### config.mk
export PLATFORM = sky130hd
export DESIGN_NAME = camera_capmod
export DESIGN_NICKNAME = d
export VERILOG_FILES = /design/src/rtl/camera_capmod.sv
export SDC_FILE = /design/constraint.sdc
export NUM_CORES = 1
export LEC_CHECK = 0
export CAP_MARGIN = 20
export CORE_MARGIN = 10
export CORE_UTILIZATION = 60
export CTS_BUF_LIST = sky130_fd_sc_hd__clkbuf_4 sky130_fd_sc_hd__clkbuf_8
export DETAILED_ROUTE_END_ITERATION = 12
export PLACE_DENSITY = 0.84
export SLEW_MARGIN = 15
export SYNTH_ARGS = -nofsm -noshare
export SYNTH_HDL_FRONTEND = slang
export SYNTH_SLANG_ARGS = --single-unit
### constraint.sdc
create_clock -name CLOCK -period 5.1 [get_ports CLOCK]
set_input_delay 0.765 -clock CLOCK [delete_from_list [all_inputs] [get_ports CLOCK]]
set_output_delay 0.765 -clock CLOCK [all_outputs]
set_load 0.02 [all_outputs]
### src/rtl/camera_capmod.sv
// ============================================================================
// camera_capmod
// ----------------------------------------------------------------------------
// Captures a byte-serial RGB565 camera stream (VSYNC/HREF/data, already in
// the CLOCK domain and qualified by a one-cycle pixel-clock enable). Every
// four line bytes are packed into one 36-bit line-buffer word.
//
// Ports
//   CLOCK       system clock, rising edge
//   RESET       asynchronous, active-low reset
//   iPclkEn     qualifier: inputs are sampled only when 1
//   iVSYNC      high = vertical blanking
//   iHREF       high = valid line byte
//   iByte       camera data byte
//   oWrEn       one-cycle word write strobe
//   oData       {0, parity, EOL, SOL, b0, b1, b2, b3}, valid with oWrEn
//   oLineDone   one-cycle pulse after each accepted line
//   oFrameDone  one-cycle pulse after each frame
//   oLine       current line index
//   oErr        sticky line/frame length error
//
// Revision: 1.0 - initial release
// ============================================================================
`default_nettype none

module camera_capmod #(
  parameter logic [9:0] XSIZE = 10'd160,
  parameter logic [9:0] YSIZE = 10'd240
) (
  input  logic        CLOCK,
  input  logic        RESET,
  input  logic        iPclkEn,
  input  logic        iVSYNC,
  input  logic        iHREF,
  input  logic [7:0]  iByte,
  output logic        oWrEn,
  output logic [35:0] oData,
  output logic        oLineDone,
  output logic        oFrameDone,
  output logic [9:0]  oLine,
  output logic        oErr
);

  typedef enum logic [1:0] {
    SYNC   = 2'd0,
    VBLANK = 2'd1,
    ACTIVE = 2'd2,
    LINE   = 2'd3
  } state_t;

  state_t      r_state;
  state_t      w_next;

  logic        r_vs_q;
  logic        r_hr_q;
  logic [1:0]  r_phase;
  logic [9:0]  r_wcnt;
  logic [23:0] r_bytes;
  logic        r_par;
  logic        r_wr;
  logic [35:0] r_data;
  logic        r_ldone;
  logic        r_fdone;
  logic [9:0]  r_line;
  logic        r_err;

  logic        w_vs_rise;
  logic        w_vs_fall;
  logic        w_hr_fall;
  logic        w_frame_start;
  logic        w_take_byte;
  logic        w_line_end;
  logic        w_abort;
  logic        w_word_ok;
  logic        w_sol;
  logic        w_eol;

  // Edges are judged only between consecutive qualified samples.
  assign w_vs_rise = iPclkEn &  iVSYNC & ~r_vs_q;
  assign w_vs_fall = iPclkEn & ~iVSYNC &  r_vs_q;
  assign w_hr_fall = iPclkEn & ~iHREF  &  r_hr_q;

  // A completed word is written only while the line still has room and the
  // line itself lies inside the frame.
  assign w_word_ok = (r_wcnt != XSIZE) && (r_line < YSIZE);
  assign w_sol     = (r_wcnt == 10'd0);
  assign w_eol     = (r_wcnt == (XSIZE - 10'd1));

  always_ff @(posedge CLOCK or negedge RESET) begin
    if (!RESET) begin
      r_state <= SYNC;
    end else begin
      r_state <= w_next;
    end
  end

  // VSYNC handling is tested first in ACTIVE/LINE so that it wins over any
  // HREF event sampled in the same qualified cycle.
  always_comb begin
    w_next        = r_state;
    w_frame_start = 1'b0;
    w_take_byte   = 1'b0;
    w_line_end    = 1'b0;
    w_abort       = 1'b0;
    case (r_state)
      SYNC: begin
        if (w_vs_rise) w_next = VBLANK;
      end
      VBLANK: begin
        if (w_vs_fall) begin
          w_next        = ACTIVE;
          w_frame_start = 1'b1;
        end
      end
      ACTIVE: begin
        if (w_vs_rise) begin
          w_next  = VBLANK;
          w_abort = 1'b1;
        end else if (iPclkEn && iHREF) begin
          w_next      = LINE;
          w_take_byte = 1'b1;
        end
      end
      LINE: begin
        if (w_vs_rise) begin
          w_next  = VBLANK;
          w_abort = 1'b1;
        end else if (w_hr_fall) begin
          w_next     = ACTIVE;
          w_line_end = 1'b1;
        end else if (iPclkEn && iHREF) begin
          w_take_byte = 1'b1;
        end
      end
      default: w_next = SYNC;
    endcase
  end

  always_ff @(posedge CLOCK or negedge RESET) begin
    if (!RESET) begin
      r_vs_q  <= 1'b0;
      r_hr_q  <= 1'b0;
      r_phase <= 2'd0;
      r_wcnt  <= 10'd0;
      r_bytes <= 24'd0;
      r_par   <= 1'b0;
      r_wr    <= 1'b0;
      r_data  <= 36'd0;
      r_ldone <= 1'b0;
      r_fdone <= 1'b0;
      r_line  <= 10'd0;
      r_err   <= 1'b0;
    end else begin
      // Strobes self-clear every cycle, qualified or not.
      r_wr    <= 1'b0;
      r_ldone <= 1'b0;
      r_fdone <= 1'b0;

      if (iPclkEn) begin
        r_vs_q <= iVSYNC;
        r_hr_q <= iHREF;
      end

      if (w_frame_start) begin
        r_line  <= 10'd0;
        r_wcnt  <= 10'd0;
        r_phase <= 2'd0;
      end

      if (w_take_byte) begin
        r_phase <= r_phase + 2'd1;
        case (r_phase)
          2'd0: r_bytes[23:16] <= iByte;
          2'd1: r_bytes[15:8]  <= iByte;
          2'd2: r_bytes[7:0]   <= iByte;
          2'd3: begin
            // Word counter saturates so over-long lines keep reporting XSIZE.
            if (r_wcnt != XSIZE) r_wcnt <= r_wcnt + 10'd1;
            if (w_word_ok) begin
              r_wr   <= 1'b1;
              r_data <= {1'b0, r_par, w_eol, w_sol, r_bytes, iByte};
            end
          end
          default: ;
        endcase
      end

      // End of line: any partial word is simply dropped by clearing phase.
      if (w_line_end) begin
        r_phase <= 2'd0;
        r_wcnt  <= 10'd0;
        if ((r_wcnt != XSIZE) || (r_phase != 2'd0)) r_err <= 1'b1;
        if (r_line < YSIZE) begin
          r_ldone <= 1'b1;
          r_line  <= r_line + 10'd1;
        end
      end

      // VSYNC during a frame ends it; a partial line produces nothing more.
      if (w_abort) begin
        r_phase <= 2'd0;
        r_wcnt  <= 10'd0;
        if (r_line != 10'd0) begin
          r_fdone <= 1'b1;
          r_par   <= ~r_par;
        end
        if (r_line != YSIZE) r_err <= 1'b1;
      end
    end
  end

  assign oWrEn      = r_wr;
  assign oData      = r_data;
  assign oLineDone  = r_ldone;
  assign oFrameDone = r_fdone;
  assign oLine      = r_line;
  assign oErr       = r_err;

endmodule

`default_nettype wire

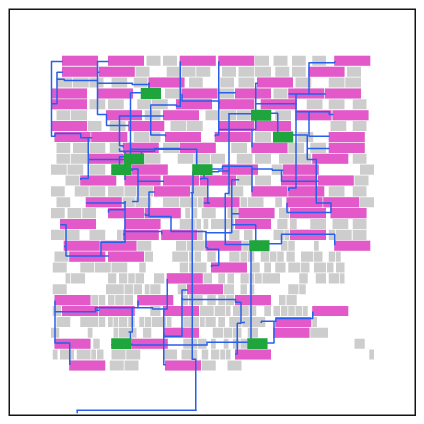
Fig. 1. Clock distribution.
Scale: 4 px per µm.
[clock wires] blue | length: 1050 µm
[flip-flops] magenta | count: 90
[clock drivers] green | count: 9
routed clock nets: 10
clock latency on the worst-skew pair: 0.37 ns
clock group power: 473 µW
Max Clock Skew: 0.01257 ns

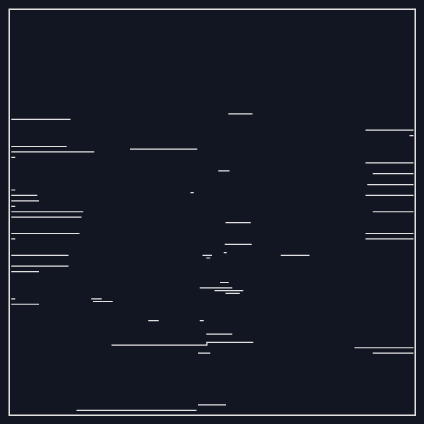
Fig. 2. Met3 routing.
Scale: 4 px per µm.
wire length on this layer: 431 µm
share of all routed wire: 5.1%
main direction: horizontal
final wirelength: 8474 µm
global-route track usage on met3: 5.281%

==> results.txt <==
Quick summary of the implementation run below.

The cell family contributing the most delay on the critical path is buffers and inverters. The critical path in this run is classified as in2reg. The period utilization is between 50 and 60%. The logs give a warning total of 31. The H-tree was split into 3 levels. In this run the worst setup path begins at iPclkEn. The data arrival time of the critical path is around 3.2 ns. The pin count of the biggest net entering global routing came out at 49.

The most used standard cell by instance count after synthesis is sky130_fd_sc_hd__dfrtp_1. The library cells used most frequently in the layout, excluding fill and tap cells, are 90 x sky130_fd_sc_hd__dfrtp_1, 60 x sky130_fd_sc_hd__clkdlybuf4s50_1, 59 x sky130_fd_sc_hd__mux2_2, 18 x sky130_fd_sc_hd__nand2_1, 16 x sky130_fd_sc_hd__nand3_1. The worst register-to-register path has a depth of 7. The initial antenna violation count came to 0. The run finished with clean final reports. The area after detailed placement is 4584 µm². The source of the worst register-to-register timing path is r_wcnt[0]. The layout report gives the register share of total cell area as 47.15%.

The post-layout worst setup margin came out at 2.134 ns. The total area of multi-input combinational cells came out at about 1600 µm². The cell type contributing the most total cell area after synthesis is sky130_fd_sc_hd__dfrtp_1.

The critical path data required time came out at between 5 and 6 ns. The highest routed metal layer is met4. The class of the most critical hold timing path is in2async. Counting buffers and inverters, the worst setup path is 6 cells deep.
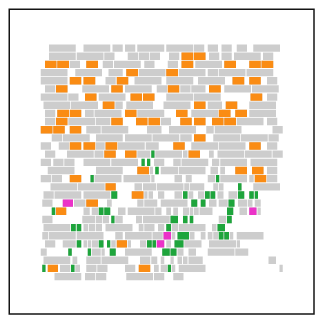
Fig. 3. Gate families picked out.
Scale: 3 px per µm.
| family | colour | cells | most used |
|---|---|---|---|
| NAND gates | green | 47 | nand2_1 |
| AND-OR and OR-AND gates | magenta | 4 | a21o_1 |
| multiplexers | orange | 65 | mux2_2 |
most frequently placed logic cell in the final layout: sky130_fd_sc_hd__dfrtp_1
fraction of area in multi-input gates: 33.05%

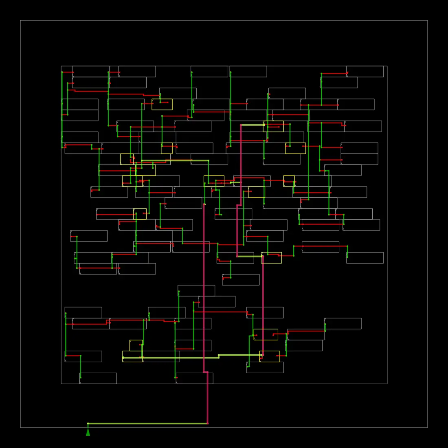
Fig. 4. Clock nets.
number of clock buffer instances in the layout: 9
clock sinks: 90
number of clock buffers inserted by TritonCTS: 9
flip-flops: 90

power breakdown:
part           internal, mW  leakage [nW]  total, mW  switching (mW)
Sequential            0.917          1.18       1.05           0.130
Combinational         0.348         0.852      0.646           0.298
Clock                 0.190        0.0915      0.473           0.283
Total                  1.46          2.12       2.17           0.711
cell families (layout without fill, tap and decap cells):
logic type | Yosys count | count (layout) | synth area share (%)
fa+ha+maj | 8 | 8 | 2.537
buf+inv | 23 | 88 | 2.917
compound gates | 35 | 35 | 5.422
flops | 90 | 90 | 57.07
simple gates | 92 | 92 | 13.32
xor+xnor | 1 | 1 | 0.2220
mux | 65 | 65 | 18.42
other cells | 1 | 1 | 0.09503
Power figures rest on the tool's default switching activity, not on a simulated workload.
